### config.mk
export PLATFORM = sky130hd
export DESIGN_NAME = door_open_alarm_multi
export DESIGN_NICKNAME = d
export VERILOG_FILES = /design/src/rtl/door_open_alarm_multi.sv
export SDC_FILE = /design/constraint.sdc
export NUM_CORES = 1
export LEC_CHECK = 0
export CAP_MARGIN = 25
export CORE_MARGIN = 5
export CORE_UTILIZATION = 35
export CTS_CLUSTER_SIZE = 20
export DETAILED_ROUTE_END_ITERATION = 6
export PLACE_DENSITY = 0.5
export SETUP_SLACK_MARGIN = 0.05
export SLEW_MARGIN = 15
export SYNTH_ARGS = -nofsm -noshare
export SYNTH_HDL_FRONTEND = slang
export SYNTH_SLANG_ARGS = --single-unit
export TNS_END_PERCENT = 100
### constraint.sdc
create_clock -name clock -period 7.2 [get_ports clock]
set_input_delay 1.08 -clock clock [delete_from_list [all_inputs] [get_ports clock]]
set_output_delay 1.08 -clock clock [all_outputs]
set_load 0.05 [all_outputs]
### src/rtl/door_open_alarm_multi.sv
// Per-door open timers with warn/alarm escalation, ack snooze and live open-door count; DOOR_SYNC_EN adds 2-flop input synchronisers.
// Latency: all outputs registered, 1 cycle after the sampling edge (plus 2 cycles when DOOR_SYNC_EN is defined).
// Backpressure: none; level inputs are sampled every clock and cannot be stalled.
module door_open_alarm_multi #(
   parameter int N_DOORS       = 4,
   parameter int WARN_CYCLES   = 20,
   parameter int ALARM_CYCLES  = 40,
   parameter int SNOOZE_CYCLES = 30,
   parameter int CNT_W         = 16
) (
   input  logic               clock,
   input  logic               reset,
   input  logic [N_DOORS-1:0] door_open,
   input  logic               ack,
   output logic [N_DOORS-1:0] warn,
   output logic               alarm,
   output logic [3:0]         open_count
);

   localparam logic [1:0] ST_CLOSED   = 2'd0;
   localparam logic [1:0] ST_COUNTING = 2'd1;
   localparam logic [1:0] ST_WARN     = 2'd2;
   localparam logic [1:0] ST_SNOOZED  = 2'd3;

   localparam logic [CNT_W-1:0] ONE      = CNT_W'(1);
   localparam logic [CNT_W-1:0] WARN_T   = CNT_W'(WARN_CYCLES);
   localparam logic [CNT_W-1:0] ALARM_T  = CNT_W'(ALARM_CYCLES);
   localparam logic [CNT_W-1:0] SNOOZE_T = CNT_W'(SNOOZE_CYCLES);

   logic [N_DOORS-1:0] door_q;
   logic               ack_q;

`ifdef DOOR_SYNC_EN
   logic [N_DOORS-1:0] door_s1, door_s2;
   logic               ack_s1, ack_s2;

   always_ff @(posedge clock or negedge reset) begin
      if (!reset) begin
         door_s1 <= '0;
         door_s2 <= '0;
         ack_s1  <= 1'b0;
         ack_s2  <= 1'b0;
      end else begin
         door_s1 <= door_open;
         door_s2 <= door_s1;
         ack_s1  <= ack;
         ack_s2  <= ack_s1;
      end
   end

   assign door_q = door_s2;
   assign ack_q  = ack_s2;
`else
   assign door_q = door_open;
   assign ack_q  = ack;
`endif

   logic [N_DOORS-1:0][1:0]       state_r, state_nxt;
   logic [N_DOORS-1:0][CNT_W-1:0] timer_r, timer_nxt;
   logic [N_DOORS-1:0]            esc_r, esc_nxt;
   logic [N_DOORS-1:0]            warn_nxt;
   logic [3:0]                    cnt_nxt;

   always_comb begin
      cnt_nxt = 4'd0;
      for (int i = 0; i < N_DOORS; i++) begin
         state_nxt[i] = state_r[i];
         timer_nxt[i] = timer_r[i];
         esc_nxt[i]   = esc_r[i];
         cnt_nxt      = cnt_nxt + {3'd0, door_q[i]};
         // A closed door dominates every other condition, including ack.
         if (!door_q[i]) begin
            state_nxt[i] = ST_CLOSED;
            timer_nxt[i] = '0;
            esc_nxt[i]   = 1'b0;
         end else begin
            case (state_r[i])
               ST_CLOSED: begin
                  timer_nxt[i] = ONE;
                  state_nxt[i] = (WARN_CYCLES == 1) ? ST_WARN : ST_COUNTING;
               end
               ST_COUNTING: begin
                  timer_nxt[i] = timer_r[i] + ONE;
                  if (timer_r[i] + ONE == WARN_T)
                     state_nxt[i] = ST_WARN;
               end
               ST_WARN: begin
                  if (ack_q) begin
                     state_nxt[i] = ST_SNOOZED;
                     timer_nxt[i] = '0;
                     esc_nxt[i]   = 1'b0;
                  end else begin
                     timer_nxt[i] = (timer_r[i] == ALARM_T) ? timer_r[i] : timer_r[i] + ONE;
                     if (timer_nxt[i] == ALARM_T)
                        esc_nxt[i] = 1'b1;
                  end
               end
               ST_SNOOZED: begin
                  // Resume at the warn threshold so escalation keeps its original spacing.
                  if (timer_r[i] + ONE == SNOOZE_T) begin
                     state_nxt[i] = ST_WARN;
                     timer_nxt[i] = WARN_T;
                  end else begin
                     timer_nxt[i] = timer_r[i] + ONE;
                  end
               end
               default: begin
                  state_nxt[i] = ST_CLOSED;
                  timer_nxt[i] = '0;
                  esc_nxt[i]   = 1'b0;
               end
            endcase
         end
         warn_nxt[i] = (state_nxt[i] == ST_WARN);
      end
   end

   always_ff @(posedge clock or negedge reset) begin
      if (!reset) begin
         state_r    <= '0;
         timer_r    <= '0;
         esc_r      <= '0;
         warn       <= '0;
         alarm      <= 1'b0;
         open_count <= 4'd0;
      end else begin
         state_r    <= state_nxt;
         timer_r    <= timer_nxt;
         esc_r      <= esc_nxt;
         warn       <= warn_nxt;
         alarm      <= |esc_nxt;
         open_count <= cnt_nxt;
      end
   end

endmodule
### Layout detail

Region (14, 82) to (54, 122) um. Cells in grey, sequential cells in the stronger grey; small squares are vias.
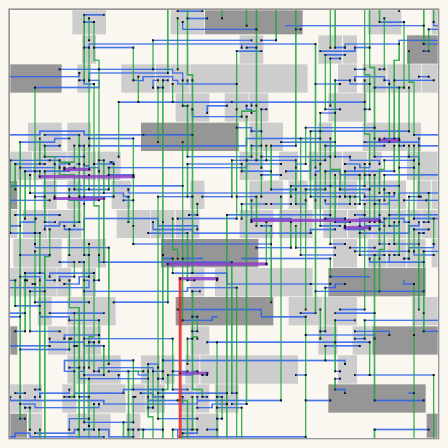
metal 1 -> blue
metal 2 -> green
metal 3 -> purple
metal 4 -> red
netlist names of flops here include = timer_r (8)
most frequent = nor2_1 (16), nor3_1 (10), dfrtp_1 (8)
cells with their middle in the window = 110
sequential cells in the window = 8

### Clock nets

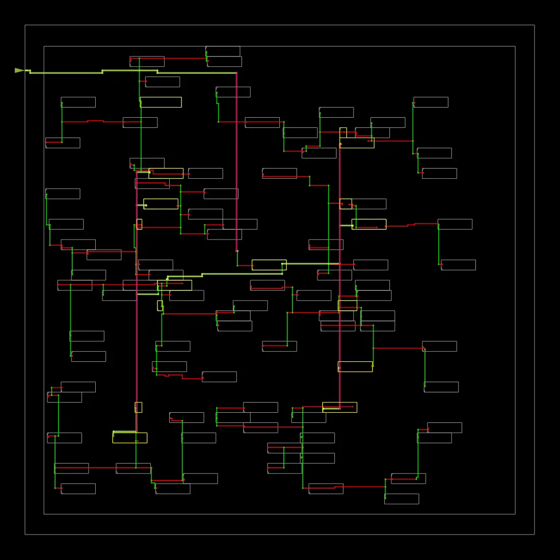
Flops: 84
clk latency late pin: 340 ps
Clock group: 0.471 mW
clock sinks: 84

### Port wiring

Scale bar: 50 um.
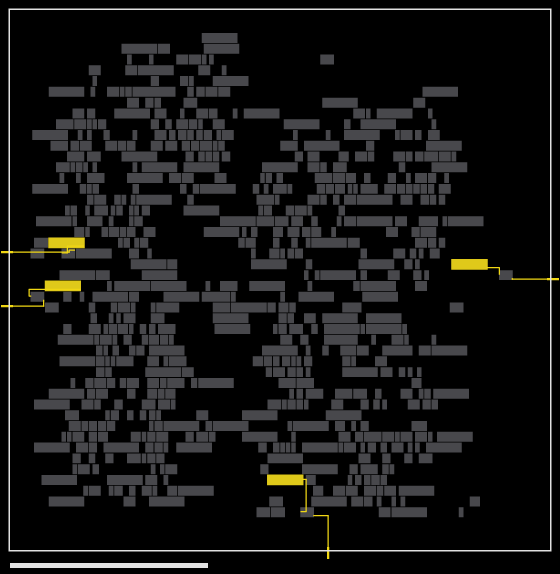
warn -> yellow  # bits 4, direction output, edge 2 left, 1 right, 1 bottom, end cells 4, buffers 4, wire 84.8 um
# IOs: 16
number of I/O port buffers: 14

### Wiring by layer

Only two layers are drawn.
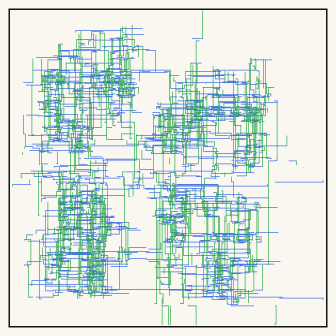
metal 2 -> green  # wire length 5970 um
metal 1 -> blue  # wire length 6240 um
routed vias: 4424
DR WL/cell: 15.3 um
GRT Total Usage: 0.146
drt total wl: 12800 um

### Register map, names as in the netlist

Scale bar: 50 um.
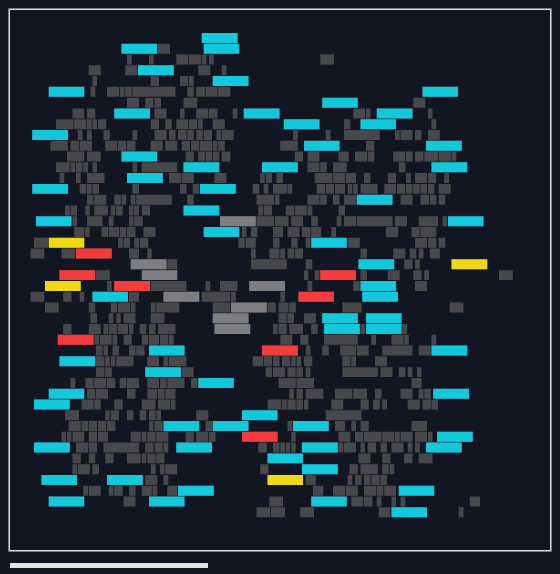
state_r -> red  # sequential cells 8
warn -> yellow  # sequential cells 4
timer_r -> cyan  # sequential cells 64, where widely spread
not coloured = 8

==> run summary <==
Status: completed
CTS Hold Buffers Added: 0
Arrival time at the worst endpoint: 3290 ps
Critical setup path kind: input pin to register
Antenna viol nets, final: 0
Via count of the first global-routing pass: 4241
Synth top cell by count: dfrtp_1
Syn_nets: 653
Cells after Synth: 627
Post-cts gate resize count: 0
Final min period: 3010 ps
RSZ-0062 raised after global routing: false
Yosys warnings: 0
Yosys reg bits: 84
CTS Root Cell: clkbuf_16
Final setup violation count: 0
Initial antenna violation count: 0
R2R depth: 8
Die H: 136 um
Synthesized area: 5580 sq um
Actual slew at the worst max-slew pin: 786 ps
Cell taking the most area after synthesis: dfrtp_1
Area growth syn-to-layout: 8.28%
Placed Cells: 817
Max-area cell share: 0.377
Global-route wire length before repair: 21700 um
Slew Limit Fails: 0
Worst setup path startpoint: ack
GRT overflow: 0
Worst flop-to-flop path startpoint: timer_r[48]
Register area share after synthesis: 0.377
Critical Path Start Type: input pin
Cells in synth_stat.txt: 627
Ys flop type: dfrtp_1
CTS tree: built
FP Core Util: 0.354
Top post-synthesis cells by area: dfrtp_1, xnor2_1, nor2_1, xor2_1, ha_1
Die area: 18600 sq um
Worst setup path endpoint: alarm
Chip area in the Yosys report: 5580 sq um
EDFF count, synth: 0
N_diodes: 0
Worst EP required: 7480 ps
DP HPWL: 9200 um
Max_slew headroom: 0.471
Leakage: 2.42 nW
RR Endpoint: timer_r[53]
Syn Area/Cell: 8.90 sq um
Layout Skew: 4.60 ps
Fin nets: 638
# rows: 46
[worst min-delay path by stage]
stage	start	end	slack (ps)	depth (start not counted)
floorplan	esc_r[0]	esc_r[0]	480	2
global placement	esc_r[0]	esc_r[0]	520	2
detailed placement	esc_r[0]	esc_r[0]	520	2
CTS	esc_r[0]	esc_r[0]	540	2
global route	esc_r[0]	esc_r[0]	580	2
finish	esc_r[0]	esc_r[0]	530	2
[critical path: stages]
cell and delay [ps]:
clkdlybuf4s50_1 660, nor2_1 220, and2_1 210, nand2_1 90
or4b_2 630, o41ai_2 240, or4_1 160
[registers in the layout (all words and copies together), names as in the netlist]
signal,count
alarm,1
esc_r,4
open_count,3
state_r,8
timer_r,64
warn,4
[power breakdown]
part,leakage (nW),internal (mW),switching [mW],total [mW]
Sequential,1.15,0.479,0.0116,0.490
Clock,0.147,0.278,0.192,0.471
Combinational,1.13,0.0226,0.0477,0.0703
[layout by cell type (no fill, tap or decap), types with 10 or more instances in the layout]
cell / n
dfrtp_1: 84
nor2_1: 74
xnor2_1: 43
nand2_1: 38
nor3_1: 36
nand3_1: 29
xor2_1: 27
inv_1: 25
nand4_1: 21
o21ai_0: 21
ha_1: 18
and3_1: 16
nor4_1: 14
a31oi_1: 14
a21oi_1: 13
clkdlybuf4s50_1: 13
and4_1: 10
and2_1: 10
[area by class of cell]
class,instances,area (sq um)
Multi-Input combinational cell,476,3130
Sequential cell,84,2100
Fill cell,1604,9730
Clock buffer,12,246
Inverter,26,97.6
Timing Repair Buffer,15,145
Tap cell,216,270
Clock inverter,4,48.8
[per-layer routing]
metal / GRT usage / routed length (um) / share of wire / vias up
met5: 0 / 0 / 0 / -
met1: 0.203 / 6240 / 0.49 / 2150
met3: 0.0244 / 324 / 0.025 / 16
met2: 0.227 / 5970 / 0.47 / 74
met4: 0.0549 / 237 / 0.019 / 0
li1: - / - / - / 2184
[through the flow]
stage	total power, mW	area [sq um]	hold WS [ps]	utilization	setup slack [ps]
6_report	1.03	6040	526	0.383	4190
5_1_grt	1.08	6040	577	0.383	3990
4_1_cts	1.05	6040	540	0.383	4170
3_5_place_dp	0.571	5750	516	0.364	3800
3_3_place_gp	0.570	5750	525	0.364	3860
2_1_floorplan	0.539	5580	475	-	4540
[cell families (layout without fill, tap and decap cells)]
group	Yosys count	after routing	synth area share
adders and majority gates	19	19	0.0440
xor gates and xnor gates	70	70	0.110
and+or+nand+nor	296	296	0.293
other	1	1	0.000672
DFF	84	84	0.377
buffers and inverters	67	57	0.0621
muxes	7	7	0.0126
AOI/OAI and AO/OA	83	83	0.101
No activity file was given, so power comes from the tool's default toggle rates.
